File: src/rtl/imm_gen_pipe_pkg.sv
// rtl/imm_gen_pipe_pkg.sv - opcode constants and enums for the immediate generator
//
// Purpose : shared opcode encodings, shift-mode and FSM state enums used by
//           imm_decode and imm_gen_pipe.
// Ports   : none (package).

package imm_gen_pkg;

   localparam logic [3:0] OPC_UPPER  = 4'b0101;
   localparam logic [3:0] OPC_BRANCH = 4'b0110;
   localparam logic [3:0] OPC_ALU0   = 4'b1000;
   localparam logic [3:0] OPC_ALU1   = 4'b1001;
   localparam logic [3:0] OPC_ALU2   = 4'b1010;
   localparam logic [3:0] OPC_ALU3   = 4'b1011;
   localparam logic [3:0] OPC_ZEXT   = 4'b1111;
   localparam logic [3:0] OPC_PREFIX = 4'b1110;

   typedef enum logic [1:0] {
      SH_NONE,
      SH_ONE,
      SH_UPPER
   } shift_e;

   typedef enum logic {
      ST_IDLE,
      ST_PFX
   } state_e;

endpackage

File: src/rtl/imm_gen_pipe_if.sv
// rtl/imm_gen_pipe_if.sv - instruction-in / immediate-out handshake bundle
//
// Purpose : groups the input handshake, instruction word and output register
//           fields of the immediate generator.
// Ports   : in_valid/in_ready/inst     - instruction side
//           out_valid/out_ready        - result handshake
//           out/out_has_imm/out_opc/out_pfx_drop - result fields
// Modports: master - upstream/downstream environment, slave - the stage.

interface imm_gen_pipe_if #(
   parameter int XLEN  = 16,
   parameter int OPC_W = 4
);

   logic             in_valid;
   logic             in_ready;
   logic [XLEN-1:0]  inst;
   logic             out_valid;
   logic             out_ready;
   logic [XLEN-1:0]  out;
   logic             out_has_imm;
   logic [OPC_W-1:0] out_opc;
   logic             out_pfx_drop;

   modport master (
      output in_valid, inst, out_ready,
      input  in_ready, out_valid, out, out_has_imm, out_opc, out_pfx_drop
   );

   modport slave (
      input  in_valid, inst, out_ready,
      output in_ready, out_valid, out, out_has_imm, out_opc, out_pfx_drop
   );

endinterface

File: src/rtl/imm_gen_pipe_decode.sv
// rtl/imm_gen_pipe_decode.sv - combinational immediate decode
//
// Purpose : maps opcode, immediate field and any pending prefix to the final
//           immediate value, plus has_imm / is_prefix classification.
// Ports   : opc, imm        - fields extracted from the instruction
//           pfx, pfx_valid  - latched upper bits and whether they apply
//           value           - extended, prefixed and shifted immediate
//           has_imm         - opcode carries an immediate
//           is_prefix       - opcode is the immediate prefix

module imm_decode
   import imm_gen_pkg::*;
#(
   parameter int XLEN  = 16,
   parameter int IMM_W = 8,
   parameter int OPC_W = 4
) (
   input  logic [OPC_W-1:0]      opc,
   input  logic [IMM_W-1:0]      imm,
   input  logic [XLEN-IMM_W-1:0] pfx,
   input  logic                  pfx_valid,
   output logic [XLEN-1:0]       value,
   output logic                  has_imm,
   output logic                  is_prefix
);

   localparam int PFX_W = XLEN - IMM_W;

   shift_e          sh;
   logic            zext;
   logic [XLEN-1:0] base;

   always_comb begin
      has_imm   = 1'b0;
      is_prefix = 1'b0;
      zext      = 1'b0;
      sh        = SH_NONE;
      case (opc)
         OPC_W'(OPC_UPPER): begin
            has_imm = 1'b1;
            sh      = SH_UPPER;
         end
         OPC_W'(OPC_BRANCH): begin
            has_imm = 1'b1;
            sh      = SH_ONE;
         end
         OPC_W'(OPC_ALU0), OPC_W'(OPC_ALU1),
         OPC_W'(OPC_ALU2), OPC_W'(OPC_ALU3): begin
            has_imm = 1'b1;
         end
         OPC_W'(OPC_ZEXT): begin
            has_imm = 1'b1;
            zext    = 1'b1;
         end
         OPC_W'(OPC_PREFIX): begin
            is_prefix = 1'b1;
         end
         default: begin
         end
      endcase
   end

   // A pending prefix supplies the upper bits verbatim, so extension mode
   // only matters when no prefix is in flight.
   always_comb begin
      if (pfx_valid) begin
         base = {pfx, imm};
      end else if (zext) begin
         base = {{PFX_W{1'b0}}, imm};
      end else begin
         base = {{PFX_W{imm[IMM_W-1]}}, imm};
      end
   end

   always_comb begin
      value = '0;
      if (has_imm) begin
         case (sh)
            SH_UPPER: value = base << IMM_W;
            SH_ONE:   value = base << 1;
            default:  value = base;
         endcase
      end
   end

endmodule

File: src/rtl/imm_gen_pipe.sv
// rtl/imm_gen_pipe.sv - pipelined immediate generator with prefix support
//
// Purpose : accepts one instruction per cycle, decodes its immediate and
//           presents it from a single output register one cycle later.
//           PREFIX instructions latch upper bits for the next immediate.
// Ports   : clock  - rising-edge clock
//           reset  - synchronous, active-high
//           flush  - synchronous pipeline flush; drops output, prefix and
//                    any instruction offered in the same cycle
//           bus    - imm_gen_pipe_if.slave (instruction in, immediate out)

module imm_gen_pipe
   import imm_gen_pkg::*;
#(
   parameter int XLEN  = 16,
   parameter int IMM_W = 8,
   parameter int OPC_W = 4
) (
   input  logic           clock,
   input  logic           reset,
   input  logic           flush,
   imm_gen_pipe_if.slave  bus
);

   localparam int PFX_W = XLEN - IMM_W;

   state_e             state_q;
   state_e             state_d;
   logic [PFX_W-1:0]   pfx_q;
   logic [PFX_W-1:0]   pfx_d;

   logic               out_valid_q;
   logic               out_valid_d;
   logic [XLEN-1:0]    out_q;
   logic               has_q;
   logic [OPC_W-1:0]   opc_q;
   logic               drop_q;
   logic               drop_d;
   logic               load_out;

   logic [IMM_W-1:0]   imm_f;
   logic [OPC_W-1:0]   opc_f;
   logic [PFX_W-1:0]   pfx_new;
   logic               unused_inst;

   logic [XLEN-1:0]    dec_value;
   logic               dec_has;
   logic               dec_prefix;

   logic               in_ready;
   logic               accept;

   assign imm_f       = bus.inst[XLEN-1 -: IMM_W];
   assign opc_f       = bus.inst[OPC_W-1:0];
   // Middle instruction bits carry register fields not used here.
   assign unused_inst = ^bus.inst;
   // Sign-extended immediate, truncated to the prefix width.
   assign pfx_new     = PFX_W'($signed(imm_f));

   imm_decode #(
      .XLEN  (XLEN),
      .IMM_W (IMM_W),
      .OPC_W (OPC_W)
   ) u_decode (
      .opc       (opc_f),
      .imm       (imm_f),
      .pfx       (pfx_q),
      .pfx_valid (state_q == ST_PFX),
      .value     (dec_value),
      .has_imm   (dec_has),
      .is_prefix (dec_prefix)
   );

   // Single output register: room exists when empty or draining this edge.
   assign in_ready = !out_valid_q || bus.out_ready;
   assign accept   = bus.in_valid && in_ready;

   always_comb begin
      state_d     = state_q;
      pfx_d       = pfx_q;
      out_valid_d = out_valid_q;
      load_out    = 1'b0;
      drop_d      = 1'b0;
      if (flush) begin
         state_d     = ST_IDLE;
         pfx_d       = '0;
         out_valid_d = 1'b0;
      end else begin
         if (out_valid_q && bus.out_ready) begin
            out_valid_d = 1'b0;
         end
         if (accept) begin
            if (dec_prefix) begin
               // A prefix occupies an input slot but produces no output.
               state_d = ST_PFX;
               pfx_d   = pfx_new;
            end else begin
               state_d     = ST_IDLE;
               pfx_d       = '0;
               load_out    = 1'b1;
               out_valid_d = 1'b1;
               drop_d      = (state_q == ST_PFX) && !dec_has;
            end
         end
      end
   end

   always_ff @(posedge clock) begin
      if (reset) begin
         state_q <= ST_IDLE;
         pfx_q   <= '0;
      end else begin
         state_q <= state_d;
         pfx_q   <= pfx_d;
      end
   end

   always_ff @(posedge clock) begin
      if (reset) begin
         out_valid_q <= 1'b0;
         out_q       <= '0;
         has_q       <= 1'b0;
         opc_q       <= '0;
         drop_q      <= 1'b0;
      end else begin
         out_valid_q <= out_valid_d;
         if (load_out) begin
            out_q  <= dec_value;
            has_q  <= dec_has;
            opc_q  <= opc_f;
            drop_q <= drop_d;
         end
      end
   end

   assign bus.in_ready     = in_ready;
   assign bus.out_valid    = out_valid_q;
   assign bus.out          = out_q;
   assign bus.out_has_imm  = has_q;
   assign bus.out_opc      = opc_q;
   assign bus.out_pfx_drop = drop_q;

endmodule

File: src/flat_wrapper.sv
// flat-port wrapper written by rule: the top's interface ports become plain ports
module imm_gen_pipe_flat import imm_gen_pkg::*;
#(
   parameter int XLEN  = 16,
   parameter int IMM_W = 8,
   parameter int OPC_W = 4
)
  (clock, reset, flush, bus_in_valid, bus_inst, bus_out_ready, bus_in_ready, bus_out_valid, bus_out, bus_out_has_imm, bus_out_opc, bus_out_pfx_drop);
  imm_gen_pipe_if #(.XLEN(XLEN), .OPC_W(OPC_W)) bus_i ();
  input  logic clock;
  input  logic reset;
  input  logic flush;
  input wire logic [$bits(bus_i.in_valid)-1:0] bus_in_valid;
  input wire logic [$bits(bus_i.inst)-1:0] bus_inst;
  input wire logic [$bits(bus_i.out_ready)-1:0] bus_out_ready;
  output wire logic [$bits(bus_i.in_ready)-1:0] bus_in_ready;
  output wire logic [$bits(bus_i.out_valid)-1:0] bus_out_valid;
  output wire logic [$bits(bus_i.out)-1:0] bus_out;
  output wire logic [$bits(bus_i.out_has_imm)-1:0] bus_out_has_imm;
  output wire logic [$bits(bus_i.out_opc)-1:0] bus_out_opc;
  output wire logic [$bits(bus_i.out_pfx_drop)-1:0] bus_out_pfx_drop;
  assign bus_i.in_valid = bus_in_valid;
  assign bus_i.inst = bus_inst;
  assign bus_i.out_ready = bus_out_ready;
  assign bus_in_ready = bus_i.in_ready;
  assign bus_out_valid = bus_i.out_valid;
  assign bus_out = bus_i.out;
  assign bus_out_has_imm = bus_i.out_has_imm;
  assign bus_out_opc = bus_i.out_opc;
  assign bus_out_pfx_drop = bus_i.out_pfx_drop;
  imm_gen_pipe #(.XLEN(XLEN), .IMM_W(IMM_W), .OPC_W(OPC_W)) u_core (.clock(clock), .reset(reset), .flush(flush), .bus(bus_i));
endmodule
File: config.mk
export PLATFORM = sky130hd
export DESIGN_NAME = imm_gen_pipe_flat
export DESIGN_NICKNAME = d
export VERILOG_FILES = /design/src/rtl/imm_gen_pipe_pkg.sv /design/src/rtl/imm_gen_pipe_if.sv /design/src/rtl/imm_gen_pipe_decode.sv /design/src/rtl/imm_gen_pipe.sv /design/src/flat_wrapper.sv
export SDC_FILE = /design/constraint.sdc
export NUM_CORES = 1
export LEC_CHECK = 0
export CORE_ASPECT_RATIO = 1.5
export CORE_UTILIZATION = 45
export DETAILED_ROUTE_END_ITERATION = 10
export PLACE_DENSITY = 0.78
export SKIP_LAST_GASP = 1
export SLEW_MARGIN = 20
export SYNTH_ARGS = -nofsm -noshare
export SYNTH_HDL_FRONTEND = slang
export SYNTH_HIERARCHICAL = 1
export SYNTH_SLANG_ARGS = --single-unit
File: constraint.sdc
create_clock -name clock -period 2.1 [get_ports clock]
set_input_delay 0.315 -clock clock [delete_from_list [all_inputs] [get_ports clock]]
set_output_delay 0.315 -clock clock [all_outputs]
set_load 0.1 [all_outputs]
**The metal 1 layer**

Drawn at 6 px/um. Supply wires on this layer in gray. Cells faint in the background.
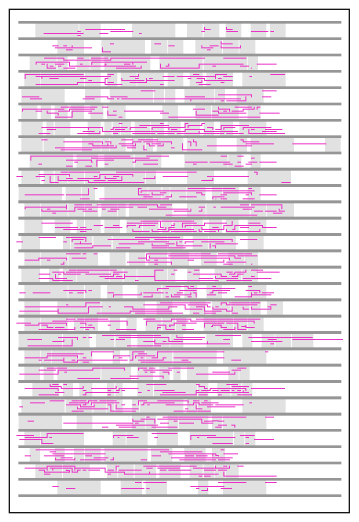
wire length on this layer: 2300 um
main direction: horizontal
share of all routed wire: 38%
longest straight run: 22.1 um

**Wiring by layer**

Drawn at 6 px/um. Two of the layers only.
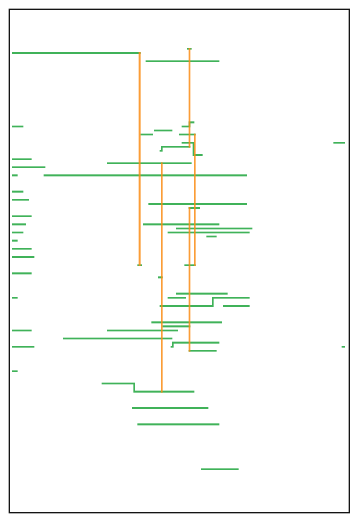
[green] M3 | wire length: 339 um
[orange] M4 | wire length: 135 um

**Congestion heat map**

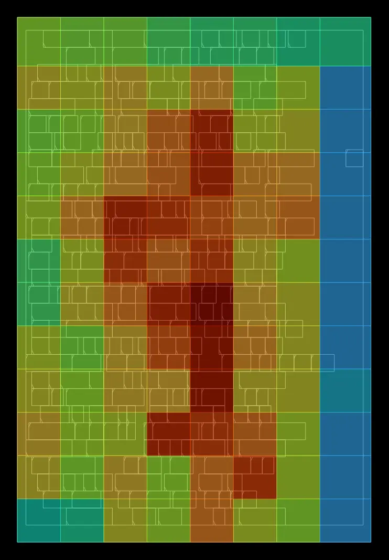
global routing's busiest layer: met2
grt met2 use: 47.4%
Final Util: 62.5%
M3 GR Usage: 3.57%

==> metrics.cfg <==
[floorplan]
io_pins=45
core_um2=4250
num_rows=29
fp_util_pct=47.1
die_w_um=56.4
chipArea_um2=4720

[placement]
port-buffer-count=40
place_area_um2=2510
post-place-ws_ns=-0.425
place.gp.congestion=0.960
post-dp-hpwl_um=4120

[critical_path]
start_kind=primary input
crit_type=primary input to output pin
rr_startpoint=u_core/bus.out_valid
cp.arrival_ns=1.67
reg2reg_to=u_core/bus.out[13]
cp-end-kind=output pin
reg2reg_depth=5

[logic_synthesis]
ys_sh_adder_pct=1.25
syn_avg_cell_area_um2=8.85
ys_warn_count=6
edf_count=0
synth_area_um2=2000
ys_sh_aoi_pct=36.6
ys_top_logic_family=AND-OR/OR-AND gates
synth_top_cell_by_area=dfxtp_1
yosys_cells=226
topCellsByArea=dfxtp_1, o31ai_2, nand4_1
async_flop_share_pct=0
synth_cells=226
synth.yosys.seq_area_share_pct=32.0
yosysUniqueCellTypes=37
ys.flop_type=dfxtp_1
yosysChipArea_um2=2000
top_area_share_pct=32.0

[power]
leakagePower_nw=0.973
p_clk_share_pct=31.8
power_mw=1.55
p_int_mw=1.03
switching_share_pct=33.3
vdd_drop_max_uv=606
power.group.top=sequential cells
power.switching_mw=0.516
seqPwrFrac_pct=40.9
power_density_nw_per_um2=584
p_seq_mw=0.634
comb_power_share_pct=27.3
p_clk_mw=0.493

[final_timing]
tns_ns=0
hold_violations=0
finalCritPeriodShare_pct=94.4
grt_setup_unrepaired=false
max_slew_margin_pct=48.5
min_period_ns=1.98
worst_slew_pin_slew_ns=0.772
hold_slack_ns=0.476
setup_violations=0
fin_ws_ns=0.119

[grt]
antenna_found_initial=0
grt_pass1_wl_um=9910
grt.overflow.total=0
grt_start_max_net_pins=32
grt_usage_pct=26.4
grt_use_met1_pct=29.2
grt_pass1_vias=2091

[flow_run]
maxCapViolations=0
tool_warnings=31

[finish]
post_route_cells_drive_above_1_share_pct=36.8
n_fill_cell=363
diodes=0
logic_area_um2=1200
finalNonFillerCells=326
final_cell_area_um2=2650
flop_area_um2=641
final_nets=302
areaGrowthSynthToFinish_pct=32.6

[route]
wl_met1_um=2300
drc=0
dr.pass1.iters=5
highest_layer=met4
ant_nets=0
wl_per_cell_um=18.7
vias=2101
route.met3.wl_um=339
totalWireLength_um=6090
met2_wirelength_um=3310

[hold_path]
hold-path-cell-count=2
hold_path.class=flip-flop to flip-flop
whs_endpoint=u_core/bus.out[4]

[clock_network]
clk_latency_ns=0.29
tritoncts.num_buffers=5
cts_buffer_depth=2
cts_tree=done
clk_pin_slew_worst_paths_ns=0.06
cts_hold_buffers=0
clkSinkCount=32

[run_status]
status=completed

**Signal wires on met3**

Drawn at 4 px/um. Cells faint in the background.
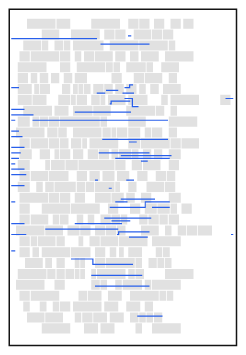
share of all routed wire: 5.6%
longest straight run: 33.6 um
nets with wire on the layer: 40
wire length on this layer: 339 um
main direction: horizontal

**Where the registers sit**

Drawn at 6 px/um. Other sequential cells in the stronger gray, the rest of the logic in the fainter gray.
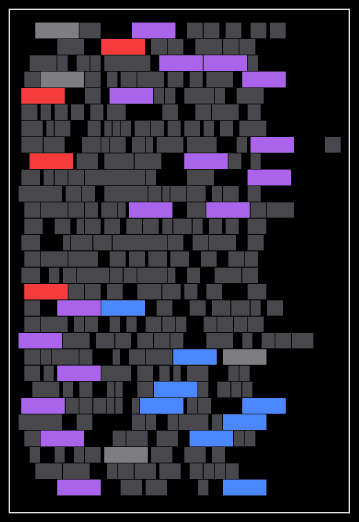
[red] u_core/bus.out_opc | flops: 4
[blue] u_core/pfx_q | flops: 8 | where: bottom middle
[purple] u_core/bus.out | flops: 16 | where: widely spread
not colored: 4

==> worst max-delay path, cell delays in order <==
cell             delay [ns]
clkdlybuf4s50_1        0.39
and2b_4                0.42
clkinv_2               0.28
buf_12                 0.25
==> state kept, by name, indices dropped and copies added (netlist names) <==
register                 cells
u_core/bus.out_pfx_drop      1
u_core/pfx_q                 8
u_core/bus.out_opc           4
u_core/bus.out              16
u_core/bus.out_valid         1
u_core/state_q               1
u_core/bus.out_has_imm       1
==> cells in the final DEF, fill, tap and decap left out, drive strengths merged, types with 4 or more instances in the layout <==
cell type      Yosys  layout
and3               8       8
o21ai              9       9
nand3              4       4
inv                4       4
a211oi            14      14
clkbuf            10       8
dlygate4sd2        0       4
buf               17      57
dfxtp             32      32
a221oi             9       9
nor2               9       9
o31ai             21      21
a22oi              6       6
nand4             30      30
a21oi             32      32
clkdlybuf4s50      0      12
==> final cells by class <==
type / instances / area share (%)
Tap cell: 46 / 2.17
Inverter: 7 / 1.41
Clock buffer: 8 / 3.39
Multi-Input combinational cell: 160 / 45.4
Sequential cell: 32 / 24.1
Timing Repair Buffer: 73 / 23.5
==> worst max path at each step <==
| stage | startpoint | end | cells past startpoint |
|---|---|---|---|
| 5_1_grt | bus_inst[2] | u_core/bus.out[8] | 11 |
| 4_1_cts | bus_out_ready | bus_in_ready | 4 |
| 2_1_floorplan | bus_inst[1] | u_core/bus.out[13] | 9 |
| 3_3_place_gp | bus_inst[2] | u_core/bus.out[13] | 9 |
| 6_report | bus_out_ready | bus_in_ready | 4 |
| 3_5_place_dp | bus_inst[2] | u_core/bus.out[13] | 9 |
==> repair_timing <==
action,4_1_cts,5_1_grt
resized,15,0
setup endpoints to repair,15,0
setup buffers,1,0
